$ cat src/rtl/aes64_pkg.sv
// Shared types for the 64-bit AES packet path: controller states and the FIFO packet layout.
package aes64_pkg;

  localparam int DATA_W_DEF = 64;
  localparam int KEY_W_DEF  = 64;

  typedef enum logic [2:0] {
    ST_IDLE,
    ST_POP,
    ST_RDWAIT,
    ST_DEC,
    ST_WAIT,
    ST_OUT
  } state_t;

  // Matches the FIFO word ordering: cipher in the upper half, key in the lower half.
  typedef struct packed {
    logic [DATA_W_DEF-1:0] cipher;
    logic [KEY_W_DEF-1:0]  key;
  } pkt_t;

endpackage

$ cat src/rtl/aes64_lat_timer.sv
// Loadable down-counter; expired is high in the Nth cycle after a load of N (N >= 1).
module aes64_lat_timer #(
  parameter int W = 6
) (
  input  logic         clk,
  input  logic         rst,
  input  logic         load,
  input  logic [W-1:0] load_val,
  output logic         expired
);

  logic [W-1:0] cnt;

  always_ff @(posedge clk) begin
    if (rst) begin
      cnt <= '0;
    end else if (load) begin
      cnt <= load_val;
    end else if (cnt != '0) begin
      cnt <= cnt - 1'b1;
    end
  end

  assign expired = (cnt == W'(1));

endmodule

$ cat src/rtl/aes64_decrypt_reader.sv
// Read-side AES-64 controller: pops {cipher,key} packets, runs the external decrypt engine
// one packet at a time, and streams plaintext with a wrapping sequence tag.
module aes64_decrypt_reader
  import aes64_pkg::*;
#(
  parameter int DATA_W      = DATA_W_DEF,
  parameter int KEY_W       = KEY_W_DEF,
  parameter int FIFO_RD_LAT = 1,
  parameter int DEC_TIMEOUT = 32,
  parameter int SEQ_W       = 8
) (
  input  logic                    clk,
  input  logic                    rst,
  input  logic                    enable,
  input  logic                    fifo_empty,
  output logic                    fifo_re,
  input  logic [DATA_W+KEY_W-1:0] fifo_rdata,
  output logic                    dec_start,
  output logic [DATA_W-1:0]       dec_cipher,
  output logic [KEY_W-1:0]        dec_key,
  input  logic                    dec_done,
  input  logic [DATA_W-1:0]       dec_plain,
  output logic                    out_valid,
  input  logic                    out_ready,
  output logic [DATA_W-1:0]       out_data,
  output logic [SEQ_W-1:0]        out_seq,
  output logic                    busy,
  output logic [SEQ_W-1:0]        timeout_cnt
);

  localparam int TMR_MAX = (DEC_TIMEOUT > FIFO_RD_LAT) ? DEC_TIMEOUT : FIFO_RD_LAT;
  localparam int TMR_W   = $clog2(TMR_MAX + 1);

  state_t             state;
  logic               tmr_load;
  logic [TMR_W-1:0]   tmr_val;
  logic               tmr_expired;
  logic               can_pop;

  assign can_pop = enable && !fifo_empty;

  // One timer serves both the read-latency wait (loaded in POP) and the engine timeout (loaded in DEC).
  always_comb begin
    tmr_load = 1'b0;
    tmr_val  = TMR_W'(DEC_TIMEOUT);
    if (state == ST_POP) begin
      tmr_load = 1'b1;
      tmr_val  = TMR_W'(FIFO_RD_LAT);
    end else if (state == ST_DEC) begin
      tmr_load = 1'b1;
    end
  end

  aes64_lat_timer #(
    .W(TMR_W)
  ) u_timer (
    .clk      (clk),
    .rst      (rst),
    .load     (tmr_load),
    .load_val (tmr_val),
    .expired  (tmr_expired)
  );

  always_ff @(posedge clk) begin
    if (rst) begin
      state       <= ST_IDLE;
      fifo_re     <= 1'b0;
      dec_start   <= 1'b0;
      dec_cipher  <= '0;
      dec_key     <= '0;
      out_valid   <= 1'b0;
      out_data    <= '0;
      out_seq     <= '0;
      busy        <= 1'b0;
      timeout_cnt <= '0;
    end else begin
      fifo_re   <= 1'b0;
      dec_start <= 1'b0;
      case (state)
        ST_IDLE: begin
          if (can_pop) begin
            state   <= ST_POP;
            fifo_re <= 1'b1;
            busy    <= 1'b1;
          end
        end
        ST_POP: begin
          state <= ST_RDWAIT;
        end
        ST_RDWAIT: begin
          if (tmr_expired) begin
            dec_cipher <= fifo_rdata[DATA_W+KEY_W-1:KEY_W];
            dec_key    <= fifo_rdata[KEY_W-1:0];
            dec_start  <= 1'b1;
            state      <= ST_DEC;
          end
        end
        ST_DEC: begin
          state <= ST_WAIT;
        end
        ST_WAIT: begin
          // A completion landing on the last timeout cycle still counts as delivered.
          if (dec_done) begin
            out_data  <= dec_plain;
            out_valid <= 1'b1;
            state     <= ST_OUT;
          end else if (tmr_expired) begin
            if (timeout_cnt != '1) begin
              timeout_cnt <= timeout_cnt + 1'b1;
            end
            busy  <= 1'b0;
            state <= ST_IDLE;
          end
        end
        ST_OUT: begin
          if (out_ready) begin
            out_valid <= 1'b0;
            out_seq   <= out_seq + 1'b1;
            if (can_pop) begin
              state   <= ST_POP;
              fifo_re <= 1'b1;
            end else begin
              busy  <= 1'b0;
              state <= ST_IDLE;
            end
          end
        end
        default: begin
          busy  <= 1'b0;
          state <= ST_IDLE;
        end
      endcase
    end
  end

endmodule

$ cat config.mk
export PLATFORM = sky130hd
export DESIGN_NAME = aes64_decrypt_reader
export DESIGN_NICKNAME = d
export VERILOG_FILES = /design/src/rtl/aes64_pkg.sv /design/src/rtl/aes64_lat_timer.sv /design/src/rtl/aes64_decrypt_reader.sv
export SDC_FILE = /design/constraint.sdc
export NUM_CORES = 1
export LEC_CHECK = 0
export CORE_MARGIN = 3
export CORE_UTILIZATION = 25
export DETAILED_ROUTE_END_ITERATION = 8
export GPL_TIMING_DRIVEN = 0
export PLACE_DENSITY = 0.64
export SYNTH_ARGS = -nofsm -noshare
export SYNTH_HDL_FRONTEND = slang
export SYNTH_HIERARCHICAL = 1
export SYNTH_SLANG_ARGS = --single-unit
$ cat constraint.sdc
create_clock -name clk -period 3 [get_ports clk]
set_clock_uncertainty 0.15 [all_clocks]
set_input_delay 0.45 -clock clk [delete_from_list [all_inputs] [get_ports clk]]
set_output_delay 0.45 -clock clk [all_outputs]
set_load 0.01 [all_outputs]
==> run_1/wire_density.png <==
The die is cut into 37 by 37 equal tiles; dark blue is low, red is high, scaled to the fullest tile. Values are wire area over tile area, all layers added.
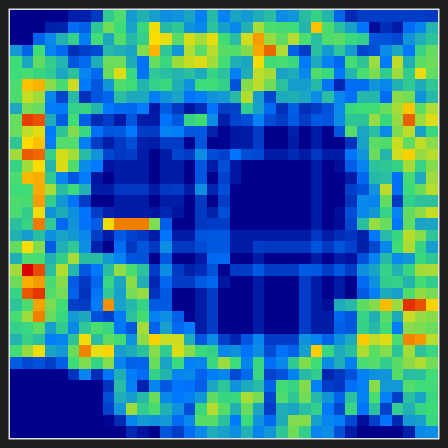
22% of the tiles are over half the peak. 14% of the tiles are nearly empty. The fullest tile reaches 0.48. The mean over all tiles is 0.14.
WL final: 30100 um
GR Util All Layers: 16.0%
Avg WL per Cell: 16.1 um

==> run_1/clock_map.png <==
Scale bar: 50 um.
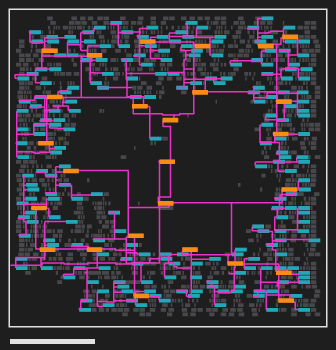
Key: clock wires = magenta [length 3040 um]; cells driving clock nets = orange [count 26]; flip-flops = cyan [count 221]
There are 27 routed clock nets. Position of the flops: spread over the die.
P_clk: 3.22 mW
Late-Pin Clk Latency: 520 ps
Clock power frac: 45.2%

==> reports/metrics.csv, run 1 <==
stage,metric,value,unit
cts,root_buffer,clkbuf_16,
global_routing,grt_pass1_vias,7876,
route,drt_pass1_iterations,4,
yosys,edf_count,0,
finish,seqCellArea,4420,um^2
yosys,syn-cell-area,8080,um^2
power,fin_total_pwr,7.13,mW
critical_path,r2r_start,u_timer/cnt[2],
critical_path,rr_endpoint,timeout_cnt[7],
yosys,ys_sh_adder,0.619,%
final_timing,max_freq,0.381,GHz
yosys,top_cells_by_area,"dfxtp_1 (55%), nand2_1 (18%), a21oi_1 (12%), buf_2 (1.8%), clkbuf_1 (1.3%)",
critical_path,critPathArrivalTime,2920,ps
global_routing,grt_use_met2,29.0,%
power,vdd_drop_max,0.370,mV
final_timing,hold_viol,0,
die,ios,410,
yosys,logic_family,simple AND/OR/NAND/NOR gates,
hold_path,hp-start,out_data[47],
power,swShare,23.3,%
final_timing,fin_worst_hold_slack,302,ps
cts,cts_max_path_buffers,3,
yosys,top_cells_by_count,"nand2_1 (393), dfxtp_1 (221), a21oi_1 (201)",
yosys,ys_area,8080,um^2
critical_path,crit_cells,6,
critical_path,cp_cell_sequence,nor4_2 -> and2_1 -> nor3b_2 -> nand3_1 -> or4_1 -> a21oi_1,
place,numPortBuffers,409,
finish,seq_share,32.6,%
die,die_h,186,um
yosys,ys_cells,1005,
die,fp_util,25.5,%
place,place.gp.congestion,0.787,
power,seq_power,3.08,mW
global_routing,grt_overflow_total,0,
global_routing,grt_max_degree,13,
finish,clock_area_share,6.59,%
yosys,ys_sh_xor,1.19,%
final_timing,drv_slew,0,
die,rows,65,
global_routing,antenna_found_initial,1,
power,maxPowerGroup,the clock network,
power,combPwrFrac,11.6,%
yosys,ys_seq_share,54.8,%
route,met1_length,12100,um
finish,final_core_util,42.8,%
place,place_hpwl,23200,um
final_timing,period_needed,2620,ps
job,warning_count,27,
critical_path,cpLargestDelayFamily,simple AND/OR/NAND/NOR gates,
yosys,syn-instance-count,1005,
critical_path,endpoint,timeout_cnt[7],
route,drcViolationCount,0,
place,place_inst,1819,
critical_path,cp_num_buf_inv,0,
route,met2_length,14700,um
yosys,synth.most_common_cell,nand2_1,
route,ant_nets,0,
final_timing,setup_viol,0,
yosys,ys_sh_aoi,15.0,%
critical_path,cp-end-kind,flip-flop,
power,power.switching,1.66,mW
final_timing,relSlewSlack,45.2,%
yosys,yosys.area.top_type,dfxtp_1,
route,wl_met3,2790,um
finish,antenna_cells,1,
critical_path,crit_start,u_timer/cnt[2],
final_timing,worst_pin_slew,822,ps
yosys,syn_area_per_cell,8.04,um^2
critical_path,setup.worst_path.start_class,flip-flop,
critical_path,critPathMaxStageDelay,630,ps
hold_path,hold_path_end,out_data[47],
yosys,ys_sh_simple,23.1,%
die,die_w,186,um
yosys,ys_warn_count,6,
yosys,synthArstFlopShare,0,%
power,seq_power_share,43.2,%
finish,fin_nets,1647,
final_timing,post-route-period-util,87.5,%
cts,clk_pin_slew,60,ps
power,p_per_area,525,nW/um^2
global_routing,grt_pass1_wl,43700,um
finish,drive_gt1_share,6.42,%
power,pg_comb,0.827,mW
power,p_leak,4.62,nW
cts,cts_hold_buf,0,
critical_path,required,3300,ps
finish,num-multi-input-gates,707,
critical_path,cpMaxStageDelayCell,nor4_2,
finish,bufAreaShareNonClock,32.9,%
die,chipArea,34500,um^2
yosys,mux_area_share,0.372,%
finish,ff_count,221,
outcome,status,"finished, final reports clean",
finish,clock_buffers,39,
hold_path,hold_depth,2,
finish,final_cells,1868,
die,well_tap_count,402,
yosys,flop_cell,dfxtp_1,
route,top_layer,met5,
==> run_1/drive_strength.png <==
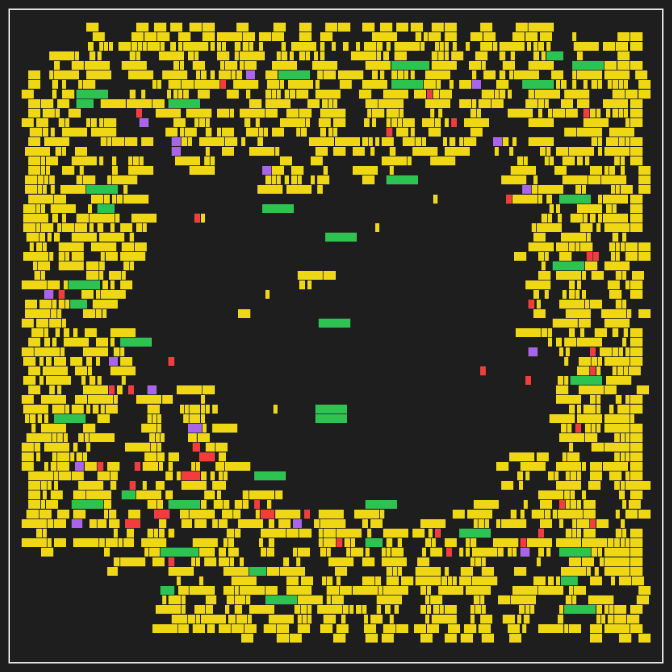
Key: drive 6 and up = green [cells 38, share 2.6%, most used clkbuf_16]; drive 1 or less = yellow [cells 1371, share 94%, most used clkdlybuf4s50_1]; drive 3 to 4 = purple [cells 17, share 1.2%, most used buf_4]; drive 2 = red [cells 39, share 2.7%, most used buf_2]
final setup margin: 375 ps
nonclk buf count: 482
fin area: 13600 um^2
synth-to-layout area growth: 68.1%

==> run_1/registers.png <==
Scale bar: 50 um.
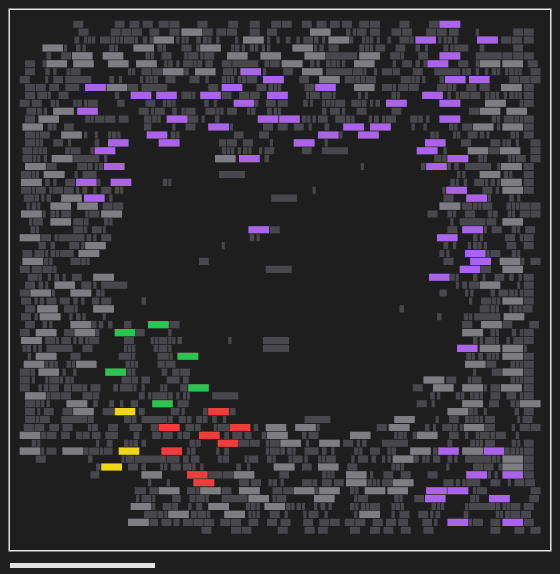

==> run 1 -> run 2 <==
--- a/config.mk
+++ b/config.mk
@@ -7,6 +7,7 @@
 export LEC_CHECK = 0
 export CORE_MARGIN = 3
 export CORE_UTILIZATION = 25
+export CTS_BUF_LIST = sky130_fd_sc_hd__clkbuf_8
 export DETAILED_ROUTE_END_ITERATION = 8
 export GPL_TIMING_DRIVEN = 0
 export PLACE_DENSITY = 0.64
==> run_2/registers.png <==
Scale bar: 50 um.
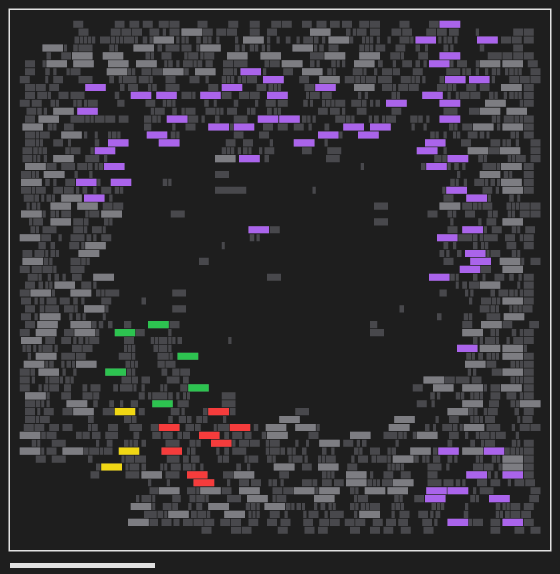
Key: u_timer/cnt = green [sequential cells 6]; state = yellow [sequential cells 3]; timeout_cnt = red [sequential cells 8]; dec_cipher = purple [sequential cells 64, where spread over the die]
Another 140 sequential cells are not colored.
seq pwr: 3.08 mW
flop share of the area: 32.7%
final core occ: 42.7%

==> reports/metrics.csv, run 2 <==
stage,metric,value,unit,change
critical_path,critPathArrivalTime,2910,ps,about the same
finish,clock_buffers,53,,+36%
cts,clk_latency,520,ps,about the same
power,pwr-share-clk,42.8,%,-2.4 points
cts,cts_max_path_buffers,3,,unchanged
finish,seqCellArea,4420,um^2,unchanged
power,combPwrFrac,12.1,%,+0.5 points
yosys,ys_warn_count,6,,unchanged
die,ios,410,,unchanged
final_timing,post-route-period-util,87.3,%,-0.23 points
power,seq_power_share,45.0,%,+1.8 points
die,die_w,186,um,unchanged
global_routing,grt_use_met2,29.1,%,+0.15 points
yosys,synthArstFlopShare,0,%,unchanged
critical_path,cpMaxStageDelayCell,nor4_2,,
die,fp_util,25.5,%,unchanged
yosys,ys_sh_aoi,15.0,%,unchanged
critical_path,setup.worst_path.start_class,flip-flop,,
die,die_h,186,um,unchanged
cts,cts_hold_buf,0,,unchanged
global_routing,grt_overflow_total,0,,unchanged
global_routing,antenna_found_initial,1,,unchanged
finish,num-multi-input-gates,707,,unchanged
place,place_hpwl,23200,um,unchanged
place,numPortBuffers,409,,unchanged
yosys,syn-instance-count,1005,,unchanged
yosys,ys_sh_xor,1.19,%,unchanged
final_timing,period_needed,2620,ps,-6.80 ps
critical_path,required,3290,ps,about the same
route,wirelength,30500,um,+1.3%
yosys,ys_seq_share,54.8,%,unchanged
hold_path,hold_path_end,out_data[12],,
route,ant_nets,0,,unchanged
route,met1_length,12100,um,about the same
global_routing,grt_use_total,16.3,%,+0.30 points
yosys,ys_sh_simple,23.1,%,unchanged
yosys,top_cells_by_count,"nand2_1 (393), dfxtp_1 (221), a21oi_1 (201)",,
finish,drive_gt1_share,7.38,%,+0.97 points
final_timing,setup_viol,0,,unchanged
final_timing,drv_slew,0,,unchanged
route,drcViolationCount,0,,unchanged
die,chipArea,34500,um^2,unchanged
power,p_per_area,505,nW/um^2,-3.7%
route,wl_met3,2840,um,+1.7%
outcome,status,"finished, final reports clean",,
global_routing,grt_pass1_vias,8066,,+2.4%
critical_path,cp_num_buf_inv,0,,unchanged
final_timing,max_freq,0.382,GHz,+0.26%
finish,bufAreaShareNonClock,33.0,%,+0.13 points
cts,clk_pin_slew,60,ps,about the same
final_timing,fin_worst_hold_slack,302,ps,+0.188 ps
route,wire_per_inst,16.1,um,about the same
global_routing,grt_max_degree,11,,-2
yosys,synth.most_common_cell,nand2_1,,
critical_path,endpoint,timeout_cnt[7],,
finish,antenna_cells,1,,unchanged
power,clock_power,2.93,mW,-9.0%
critical_path,critPathMaxStageDelay,620,ps,about the same
power,vdd_drop_max,0.280,mV,-24%
yosys,ys_area,8080,um^2,unchanged
place,place_inst,1819,,unchanged
die,well_tap_count,402,,unchanged
yosys,edf_count,0,,unchanged
yosys,syn-cell-area,8080,um^2,unchanged
critical_path,cp_cell_sequence,nor4_2 -> and2_1 -> nor3b_2 -> nand3_1 -> or4_1 -> a21oi_1,,
yosys,logic_family,simple AND/OR/NAND/NOR gates,,
power,fin_total_pwr,6.84,mW,-4.1%
==> run_2/final_placement.png <==
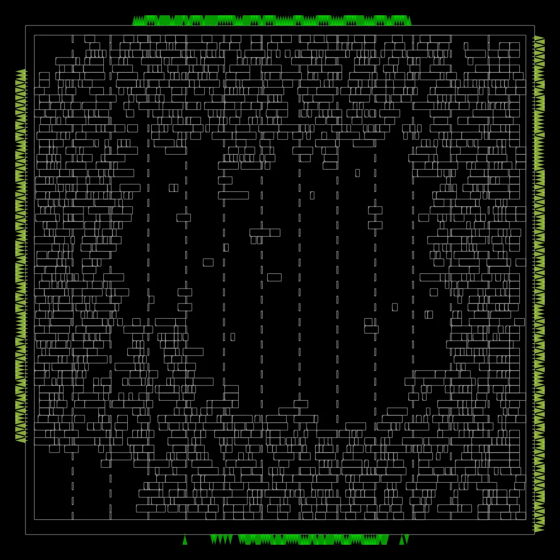
Rows: 65
filler instances: 3213
Cell Count, Final, Fillers Out: 1893
Core Area: 31700 um^2

Power figures rest on the tool's default switching activity, not on a simulated workload.
